### Metal 1, run 1

Scale bar: 20 µm. Supply wires on this layer in grey.
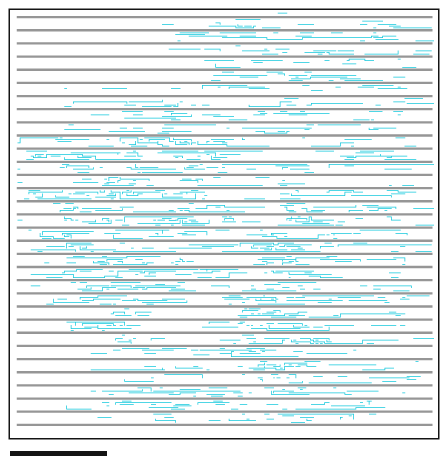
### Met2 routing, run 1

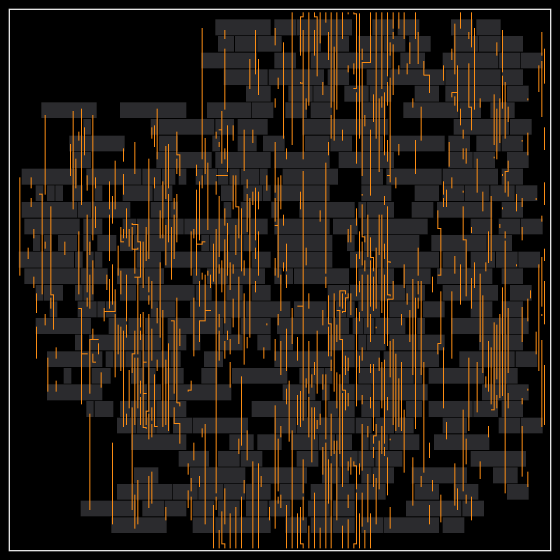
### Metal 3, run 1

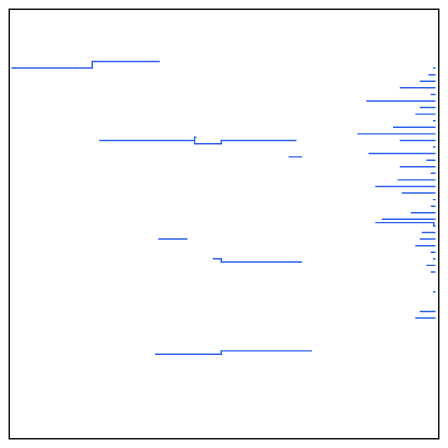
==> src/rtl/mem_read_sequencer.sv <==
// mem_read_sequencer
//   Issues single reads to a read-only block memory and absorbs its read
//   latency. Two addressing modes:
//     manual (mode=0): re-reads whenever the switch address differs from the
//                      address of the word currently shown (and once after reset).
//     auto   (mode=1): steps through all addresses, one step per SCAN_DIV cycles.
//   Each capture produces registered data, its address tag and a one-cycle
//   valid pulse for the display formatter downstream.
//
// Parameters
//   DATA_W   memory word width
//   ADDR_W   address width (depth = 2**ADDR_W)
//   RD_LAT   BRAM read latency in cycles (1..4)
//   SCAN_DIV clock cycles between auto-scan steps (>= RD_LAT+3)
//
// Ports
//   clk        system clock, rising edge
//   rst        asynchronous, active-high reset
//   ena        enable; low blocks new reads, an in-flight read still completes
//   mode       0 = manual (switch), 1 = auto-scan
//   switch     manual read address
//   mem_en     BRAM enable
//   mem_addr   BRAM address
//   mem_dout   BRAM read data
//   data_out   last captured word
//   data_addr  address of data_out
//   data_valid one-cycle pulse on each capture
//   busy       high while a read is in flight
//   hold       (only with MEM_READ_SEQ_HOLD_EN defined) freezes the readout:
//              no new reads, scan counter frozen, pending step dropped
//
// Optional feature macro: MEM_READ_SEQ_HOLD_EN

module mem_read_sequencer #(
  parameter int DATA_W   = 32,
  parameter int ADDR_W   = 3,
  parameter int RD_LAT   = 2,
  parameter int SCAN_DIV = 100000000
) (
  input  logic              clk,
  input  logic              rst,
  input  logic              ena,
  input  logic              mode,
`ifdef MEM_READ_SEQ_HOLD_EN
  input  logic              hold,
`endif
  input  logic [ADDR_W-1:0] switch,
  output logic              mem_en,
  output logic [ADDR_W-1:0] mem_addr,
  input  logic [DATA_W-1:0] mem_dout,
  output logic [DATA_W-1:0] data_out,
  output logic [ADDR_W-1:0] data_addr,
  output logic              data_valid,
  output logic              busy
);

  localparam logic [1:0] S_IDLE    = 2'd0;
  localparam logic [1:0] S_ISSUE   = 2'd1;
  localparam logic [1:0] S_WAIT    = 2'd2;
  localparam logic [1:0] S_CAPTURE = 2'd3;

  localparam int                SCAN_W    = (SCAN_DIV > 1) ? $clog2(SCAN_DIV) : 1;
  localparam logic [SCAN_W-1:0] SCAN_LAST = SCAN_W'(SCAN_DIV - 1);
  localparam logic [2:0]        WAIT_LOAD = 3'(RD_LAT - 1);

  logic [1:0]        state;
  logic [2:0]        wait_cnt;
  logic [SCAN_W-1:0] scan_cnt;
  logic              first_rd;
  logic              step_pend;

  logic              hold_act;
  logic              scan_run;
  logic              tick;
  logic              start;
  logic [ADDR_W-1:0] next_addr;

`ifdef MEM_READ_SEQ_HOLD_EN
  assign hold_act = hold;
`else
  assign hold_act = 1'b0;
`endif

  // The scan counter only runs in auto mode while enabled; gating the tick
  // the same way keeps a stale terminal count from being seen after a mode
  // or enable change.
  assign scan_run = mode && ena;
  assign tick     = scan_run && !hold_act && (scan_cnt == SCAN_LAST);

  // Read-start decision and target address, evaluated only in IDLE.
  always_comb begin
    // NOTE: every always_comb output gets a default first so no path can
    // leave it unassigned and infer a latch.
    start     = 1'b0;
    next_addr = switch;
    if (state == S_IDLE && ena && !hold_act) begin
      if (!mode) begin
        start     = first_rd || (switch != data_addr);
        next_addr = switch;
      end else begin
        start     = tick || step_pend;
        next_addr = first_rd ? '0 : data_addr + 1'b1;
      end
    end
  end

  // Scan divider: held at 0 outside auto mode, frozen (not cleared) by hold.
  always_ff @(posedge clk or posedge rst) begin
    // NOTE: sequential state uses non-blocking assignments only, so every
    // register samples pre-edge values regardless of statement order.
    if (rst) begin
      scan_cnt <= '0;
    end else if (!scan_run) begin
      scan_cnt <= '0;
    end else if (!hold_act) begin
      scan_cnt <= (scan_cnt == SCAN_LAST) ? '0 : scan_cnt + 1'b1;
    end
  end

  // At most one scan step is remembered while a read is in flight; it is
  // consumed (or made irrelevant) as soon as the FSM is back in IDLE.
  always_ff @(posedge clk or posedge rst) begin
    if (rst) begin
      step_pend <= 1'b0;
    end else if (hold_act || !scan_run || state == S_IDLE) begin
      step_pend <= 1'b0;
    end else if (tick) begin
      step_pend <= 1'b1;
    end
  end

  always_ff @(posedge clk or posedge rst) begin
    if (rst) begin
      state      <= S_IDLE;
      wait_cnt   <= '0;
      first_rd   <= 1'b1;
      mem_en     <= 1'b0;
      mem_addr   <= '0;
      data_out   <= '0;
      data_addr  <= '0;
      data_valid <= 1'b0;
      busy       <= 1'b0;
    end else begin
      data_valid <= 1'b0;
      case (state)
        S_IDLE: begin
          if (start) begin
            state    <= S_ISSUE;
            mem_addr <= next_addr;
            mem_en   <= 1'b1;
            busy     <= 1'b1;
          end
        end
        S_ISSUE: begin
          wait_cnt <= WAIT_LOAD;
          // With a single-cycle BRAM the data is already there next cycle.
          state    <= (RD_LAT == 1) ? S_CAPTURE : S_WAIT;
        end
        S_WAIT: begin
          wait_cnt <= wait_cnt - 3'd1;
          if (wait_cnt <= 3'd1) state <= S_CAPTURE;
        end
        default: begin
          data_out   <= mem_dout;
          data_addr  <= mem_addr;
          data_valid <= 1'b1;
          first_rd   <= 1'b0;
          mem_en     <= 1'b0;
          busy       <= 1'b0;
          state      <= S_IDLE;
        end
      endcase
    end
  end

endmodule

==> config.mk <==
export PLATFORM = sky130hd
export DESIGN_NAME = mem_read_sequencer
export DESIGN_NICKNAME = d
export VERILOG_FILES = /design/src/rtl/mem_read_sequencer.sv
export SDC_FILE = /design/constraint.sdc
export NUM_CORES = 1
export LEC_CHECK = 0
export CORE_UTILIZATION = 45
export DETAILED_ROUTE_END_ITERATION = 16
export PLACE_DENSITY_LB_ADDON = 0.25
export SYNTH_ARGS = -nofsm -noshare
export SYNTH_HDL_FRONTEND = slang
export SYNTH_SLANG_ARGS = --single-unit
==> constraint.sdc <==
create_clock -name clk -period 2.1 [get_ports clk]
set_clock_uncertainty 0.2 [all_clocks]
set_input_delay 0.21 -clock clk [delete_from_list [all_inputs] [get_ports clk]]
set_output_delay 0.21 -clock clk [all_outputs]
set_load 0.05 [all_outputs]
==> reports/qor.yml, run 1 <==
outcome: "completed"
cpPeakStageDelay_ns: 0.83
portBuffers: 79
r2r-start: "scan_cnt[0]"
slew_headroom_pct: 64.89
drv_cap: 0
cp_num_buf_inv: 1
slew_violations: 0
arrival_ns: 1.60
seq_cell_power_w: 0.00211
clk_pin_slew_ns: 0.08
power_leader: "combinational logic"
path_class: "reg2out"
holdCritStartpoint: "mem_dout[3]"
synthesis.nets: 329
postLayoutCellArea_um2: 4705
post_cts_buffers: 0
routed.top_layer: "met4"
fin_crit_ns: 2.012
top_area_share_pct: 54.23
worstSetupEndpoint: "data_addr[2]"
crit_chain: "clkdlybuf4s50_1"
tightest_slew_ns: 0.5219
grt_pass1_wl_um: 10750
die_w_um: 88.52
internal_power_w: 0.003910
dieArea_um2: 7835
slowest_stage: "clkdlybuf4s50_1"
grt_max_degree: 39
ctsHoldBuffers: 1
switchingPower_w: 0.002890
postLayoutSetupSlackWorst_ns: 0.08806
setup_viol: 0
period_used_pct: 95.81
grt_overflow: 0
fmax_mhz: 497.0
power_leakage_nw: 1.944
drc: 0
fin_nets: 427
hold_ws_ns: 0.2625
worst_setup_path_end_kind: "output pin"
ys_cells: 283
syn-cell-area_um2: 3368
hold_viol: 0
boundaryPins: 80
clk_latency_ns: 0.35
yosysUniqueCellTypes: 42
cts.sinks: 74
drt-vias-per-instance: 5.014
fa_ha_area_share_pct: 2.600
syn_area_per_cell_um2: 11.90
ys_seq_share_pct: 55.01
r2r-end: "scan_cnt[22]"
numCtsBuffers: 9
crit_path_start: "data_addr[2]"
drtAntennaViolNets: 0
grt_pass1_vias: 2412
reg2reg_slack_ns: 0.10
syn_inst: 283
met3_length_um: 298
async_flop_share_pct: 100.0
ys_sh_simple_pct: 14.93
cts_resized: 1
crit_cells: 1
final_cell_mix: "78 x clkdlybuf4s50_1, 73 x dfrtp_1, 38 x mux2_2"
place.gp.congestion: 0.8009
ys_chip_area_um2: 3368
met1_length_um: 2891
most_common_cell: "dfrtp_1"
ys_sh_mux_pct: 13.30
track_usage_pct: 18.31
reg2reg_depth: 6
power_density_nw_per_um2: 1445
drt_iter0_markers: 98
power_frac_clock_pct: 18.1
grt-busiest-layer: "met2"
peakVddDrop_mv: 0.4636
cp_top_family: "buffers and inverters"
fp_util_pct: 46.44
ff_type: "dfrtp_1"
cp.required_ns: 1.69
wire_per_inst_um: 13.62
synth_area_leader_cell: "dfrtp_1"
p_clk_w: 0.00123
pre_cts_slack_ns: 0.008837
dr_wl_met2_um: 3339
hpwl_um: 4742
-- 'Metal 1' (at the start) --
main direction = horizontal
share of all routed wire = 44%
routed vias: 2432
routed wire length: 6606 µm
met1 usage: 21.77%

-- 'Met2 routing' (at the start) --
share of all routed wire = 51%
wire length on this layer = 3340 µm
longest straight run = 43.2 µm
nets with wire on the layer = 386
main direction = vertical
met2 Usage GRT: 30.91%

-- 'Metal 3' (at the start) --
longest straight run = 19.5 µm
nets with wire on the layer = 37
main direction = horizontal
met3 Track Usage GR: 6.343%

-- run 1: per-stage QoR --
stage,total power (W),utilization [%],std cells,TNS (ns)
global route,0.007146,64.86,485,-0.002429
global placement,0.005543,60.84,468,0
finish,0.006799,64.86,485,0
CTS,0.006859,64.12,485,0
detailed placement,0.005607,60.84,468,0
floorplan,0.004468,-,283,0
-- run 1: flip-flops by register name, indices dropped and copies added, names as in the netlist, 2 cells and up --
signal and flops:
data_addr 3, mem_addr 3, state 2, scan_cnt 27, data_out 32, wait_cnt 3
-- run 1: area by class of cell --
cell class | instances | area share (%)
flip-flops and latches | 74 | 39.39
multi-input cells | 187 | 31.30
repair buffers | 97 | 20.85
clock buffers | 9 | 2.633
well taps | 99 | 2.633
clock inverters | 7 | 2.154
inverters | 12 | 1.037
--- run 2 (diff from run 1) ---
--- a/config.mk
+++ b/config.mk
@@ -6,8 +6,11 @@
 export NUM_CORES = 1
 export LEC_CHECK = 0
 export CORE_UTILIZATION = 45
+export CTS_CLUSTER_DIAMETER = 60
+export CTS_CLUSTER_SIZE = 8
 export DETAILED_ROUTE_END_ITERATION = 16
 export PLACE_DENSITY_LB_ADDON = 0.25
 export SYNTH_ARGS = -nofsm -noshare
 export SYNTH_HDL_FRONTEND = slang
 export SYNTH_SLANG_ARGS = --single-unit
+export TNS_END_PERCENT = 10
### Metal 1, run 2

Scale bar: 20 µm. Supply wires on this layer in grey.
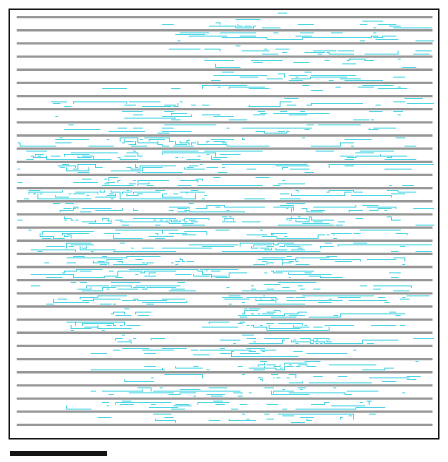
main direction = horizontal
wire length on this layer = 2910 µm
longest straight run = 21.6 µm
routed wire length: 6612 µm
routed vias: 2421

### Met2 routing, run 2

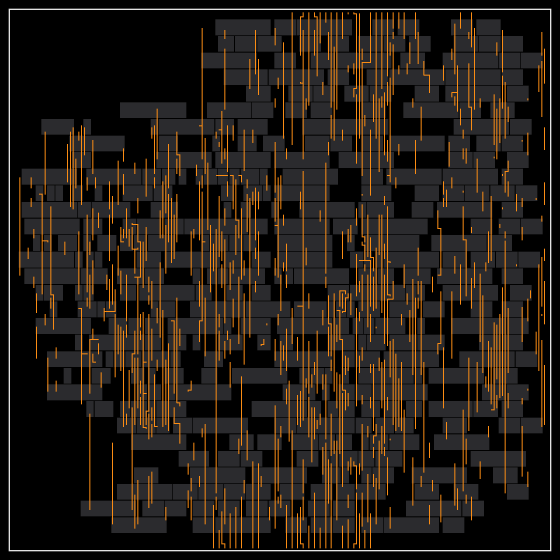
main direction = vertical
share of all routed wire = 50%
longest straight run = 43.2 µm
nets with wire on the layer = 385

==> run 2 against run 1 <==
Effect of this change: clock-buffer cell count unchanged; synthesized cell count unchanged; final area decreased by 0.21%; largest cell class unchanged; highest routed layer unchanged.
==> reports/qor.yml, run 2 <==
sh_seq_area_pct: 39.47
yosysUniqueCellTypes: 42
async_flop_share_pct: 100.0
ys_sh_mux_pct: 13.30
syn_inst: 283
drc: 0
ys_cells: 283
cts.sinks: 74
clk_pin_slew_ns: 0.08
syn_area_per_cell_um2: 11.90
slew_violations: 0
reg2reg_depth: 6
comb_area_share_pct: 31.16
cp.required_ns: 2.15
seq_cells: 74
drt_iter0_markers: 99
fin_nets: 427
top_register: "data_out"
largest_class: "registers"
ctsHoldBuffers: 1
power_density_nw_per_um2: 1448
ys_chip_area_um2: 3368
worstSetupEndpoint: "scan_cnt[22]"
comb_cells: 187
design_power_total_w: 0.006799
seq_cell_power_w: 0.00211
setup_viol: 0
cp_top_family: "simple AND/OR/NAND/NOR gates"
power_frac_clock_pct: 18.1
largest_reg_flops: 32
ff_type: "dfrtp_1"
clk_latency_ns: 0.35
die_w_um: 88.52
r2r-start: "scan_cnt[0]"
met2_usage_pct: 30.91
fa_ha_area_share_pct: 2.600
fmax_mhz: 491.4
outcome: "completed"
routed.top_layer: "met4"
fin_crit_ns: 2.035
slowest_stage: "or4_4"
hpwl_um: 4742
drtAntennaViolNets: 0
met1_length_um: 2909
clockNetworkAreaShare_pct: 4.797
area_share_nonclk_buffers_pct: 20.90
crit_cells: 6
met3_length_um: 298
reg.largest.list: "data_out x32, scan_cnt x27"
period_used_pct: 96.90
tap_cells: 99
portBuffers: 79
peakVddDrop_mv: 0.4636
r2r-end: "scan_cnt[22]"
path_class: "reg2reg"
switchingPower_w: 0.002890
crit_chain: "ha_2 > nand3_4 > or4_4 > nor3_1 > xnor2_1 > nor2_2"
internal_power_w: 0.003909
cts_resized: 1
final_cell_mix: "78 x clkdlybuf4s50_1, 73 x dfrtp_1, 38 x mux2_2"
grt-busiest-layer: "met2"
grt_overflow: 0
grt_pass1_vias: 2412
postLayoutCellArea_um2: 4695
slew_headroom_pct: 65.13
hold_viol: 0
cp_num_buf_inv: 0
inverters: 12
grt_pass1_wl_um: 10750
arrival_ns: 2.08
tightest_slew_ns: 0.5213
p_clk_w: 0.00123
### Signal metal coverage by tile, run 2

18 x 18 tiles, from dark blue (low) to red (high), scaled to the fullest tile. Values are wire area over tile area, all layers added.
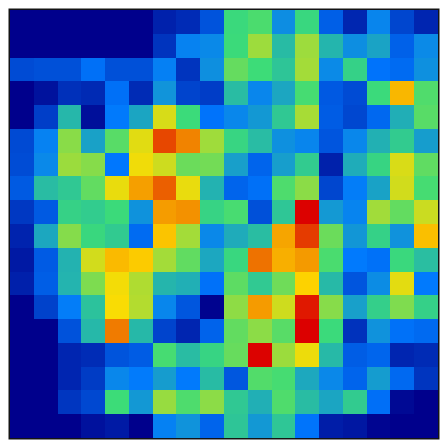
tiles over half the peak = 28%
nearly empty tiles = 10%
emptiest ninth of the die = north-west
fullest tile = 0.37
Tot GR Track Use: 18.31%
wire per inst: 13.63 µm

run 2: cell counts after synthesis:
Identical to the previous run, type by type.
run 2: metrics by stage:
| stage | setup WS [ns] | hold slack [ns] | util (%) | setup TNS [ns] | std cells |
|---|---|---|---|---|---|
| after floorplan | 0.01757 | 0.1380 | - | 0 | 283 |
| final | 0.06511 | 0.2623 | 64.72 | 0 | 485 |
| after global placement | 0.07090 | 0.2652 | 60.84 | 0 | 468 |
| after CTS | 0.02268 | 0.2443 | 64.12 | 0 | 485 |
| after detailed placement | 0.008837 | 0.2603 | 60.84 | 0 | 468 |
| after global routing | -0.03861 | 0.2448 | 64.72 | -0.03986 | 485 |
--- run 3 (diff from run 2) ---
--- a/config.mk
+++ b/config.mk
@@ -10,6 +10,7 @@
 export CTS_CLUSTER_SIZE = 8
 export DETAILED_ROUTE_END_ITERATION = 16
 export PLACE_DENSITY_LB_ADDON = 0.25
+export SLEW_MARGIN = 20
 export SYNTH_ARGS = -nofsm -noshare
 export SYNTH_HDL_FRONTEND = slang
 export SYNTH_SLANG_ARGS = --single-unit
### Routing congestion, run 3

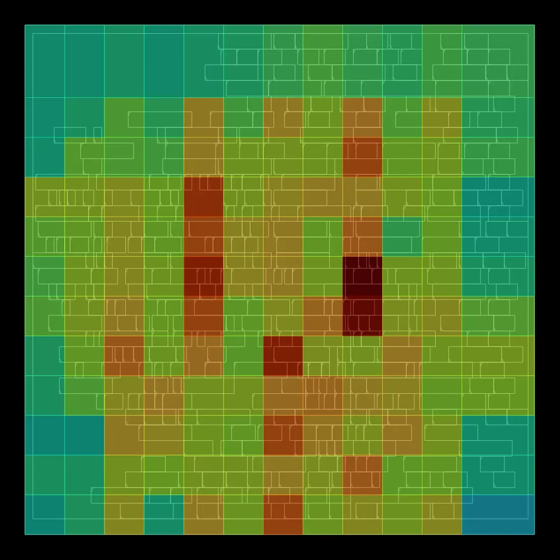
Final Util: 64.72%
global route hottest layer: met2

### Signal metal coverage by tile, run 3

18 x 18 tiles, from dark blue (low) to red (high), scaled to the fullest tile. Values are wire area over tile area, all layers added.
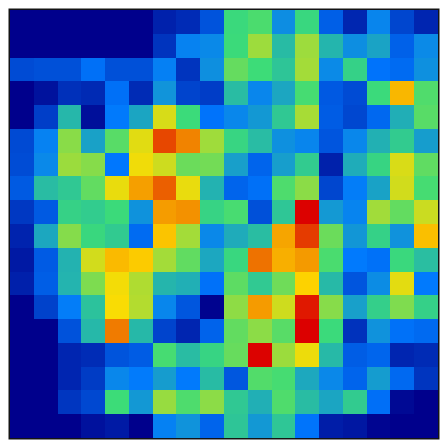
fullest tile = 0.37
emptiest ninth of the die = north-west
tiles over half the peak = 28%
nearly empty tiles = 10%

==> run 3 against run 2 <==
Effect of this change: non-clock buffer count unchanged; via count unchanged; critical endpoint unchanged; largest cell class unchanged; sequential power barely moved; largest power group unchanged; sequential share of layout area stayed put; maximum frequency unchanged.
==> reports/qor.yml, run 3 <==
outcome: "completed"
place_inst: 468
layoutNonFillerInstCount: 485
syn-cell-area_um2: 3368
routed.top_layer: "met4"
ys_chip_area_um2: 3368
fp_util_pct: 46.44
top_area_share_pct: 54.23
setup_viol: 0
post_cts_buffers: 0
fmax_mhz: 491.4
boundaryPins: 80
ys_seq_share_pct: 55.01
hpwl_um: 4742
die_w_um: 88.52
seq_cells: 74
met1_usage_pct: 21.77
drc: 0
pre_cts_slack_ns: 0.008837
crit_fanout: 5
lay_top_count: "clkdlybuf4s50_1"
cp_top_family: "simple AND/OR/NAND/NOR gates"
r2r-start: "scan_cnt[0]"
postLayoutCellArea_um2: 4695
ff_type: "dfrtp_1"
area_share_nonclk_buffers_pct: 20.90
met2_usage_pct: 30.91
crit_chain: "ha_2 > nand3_4 > or4_4 > nor3_1 > xnor2_1 > nor2_2"
dieArea_um2: 7835
drv_cap: 0
grt_pass1_wl_um: 10750
wire_per_inst_um: 13.63
clk_pin_slew_ns: 0.08
most_common_cell: "dfrtp_1"
top_register: "data_out"
sh_seq_area_pct: 39.47
largest_class: "registers"
syn_area_per_cell_um2: 11.90
num_vias: 2421
comb_area_share_pct: 31.16
power_density_nw_per_um2: 1448
power_leakage_nw: 1.944
tightest_slew_ns: 0.5213
worstSetupEndpoint: "scan_cnt[22]"
final_cell_mix: "78 x clkdlybuf4s50_1, 73 x dfrtp_1, 38 x mux2_2"
postLayoutSetupSlackWorst_ns: 0.06511
arrival_ns: 2.08
hold_viol: 0
clk_latency_ns: 0.35
place.gp.congestion: 0.8009
worst_setup_path_end_kind: "flop"
async_flop_share_pct: 100.0
fin_nets: 427
nClkBuffers: 9
tap_cells: 99
drt-vias-per-instance: 4.992
grt_pass1_vias: 2412
r2r-end: "scan_cnt[22]"
clockNetworkAreaShare_pct: 4.797
grt_overflow: 0
buffers: 97
peakVddDrop_mv: 0.4636
crit_cells: 6
cts.sinks: 74
synthesis.nets: 329
hold_ws_ns: 0.2623
slowest_stage: "or4_4"
numCtsBuffers: 9
slew_violations: 0
met3_length_um: 298
portBuffers: 79
crit_path_start: "scan_cnt[0]"
syn_inst: 283
drt_iter0_markers: 99
path_class: "reg2reg"
cp.required_ns: 2.15
grt_max_degree: 39
design_power_total_w: 0.006799
comb_cells: 187
period_used_pct: 96.90
met3_usage_pct: 6.343
reg2reg_slack_ns: 0.07
reg.largest.list: "data_out x32, scan_cnt x27"
fin_crit_ns: 2.035
yosysUniqueCellTypes: 42
track_usage_pct: 18.31
largest_reg_flops: 32
cpPeakStageDelay_ns: 0.57
wirelength_um: 6612
### Metal 3, run 3

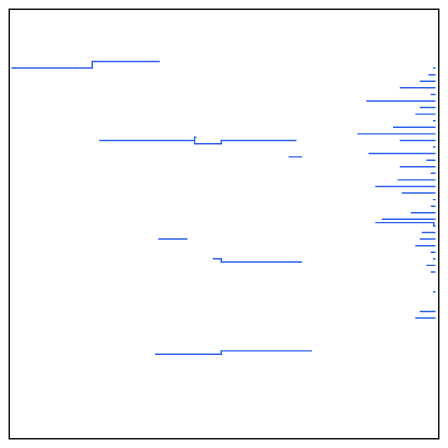
share of all routed wire = 4.5%
longest straight run = 19.5 µm
nets with wire on the layer = 37

==> run 3: cells by family (layout without fill, tap and decap cells) <==
family                     Yosys count  after routing  synth area share, %
xor gates and xnor gates            29             29                7.541
and+or+nand+nor                     96             96                14.93
buffers and inverters               22            125                2.860
AOI/OAI and AO/OA                   15             15                3.752
muxes                               40             40                13.30
DFF                                 74             74                55.01
adders and majority gates            7              7                2.600
==> run 3: report_power, final <==
group          total (W)  internal [W]  switching, W
Clock            0.00123      0.000678      0.000554
Sequential       0.00211       0.00186      0.000251
Combinational    0.00346       0.00137       0.00208
==> run 3: repair_timing <==
| action | CTS | global route |
|---|---|---|
| gates cloned | 0 | 0 |
| endpoints found under the setup margin | 2 | 7 |
| hold endpoints to repair | 1 | 0 |
| gates resized | 1 | 10 |
| hold buffers | 1 | 0 |
Power is estimated from default activity; no workload was simulated.
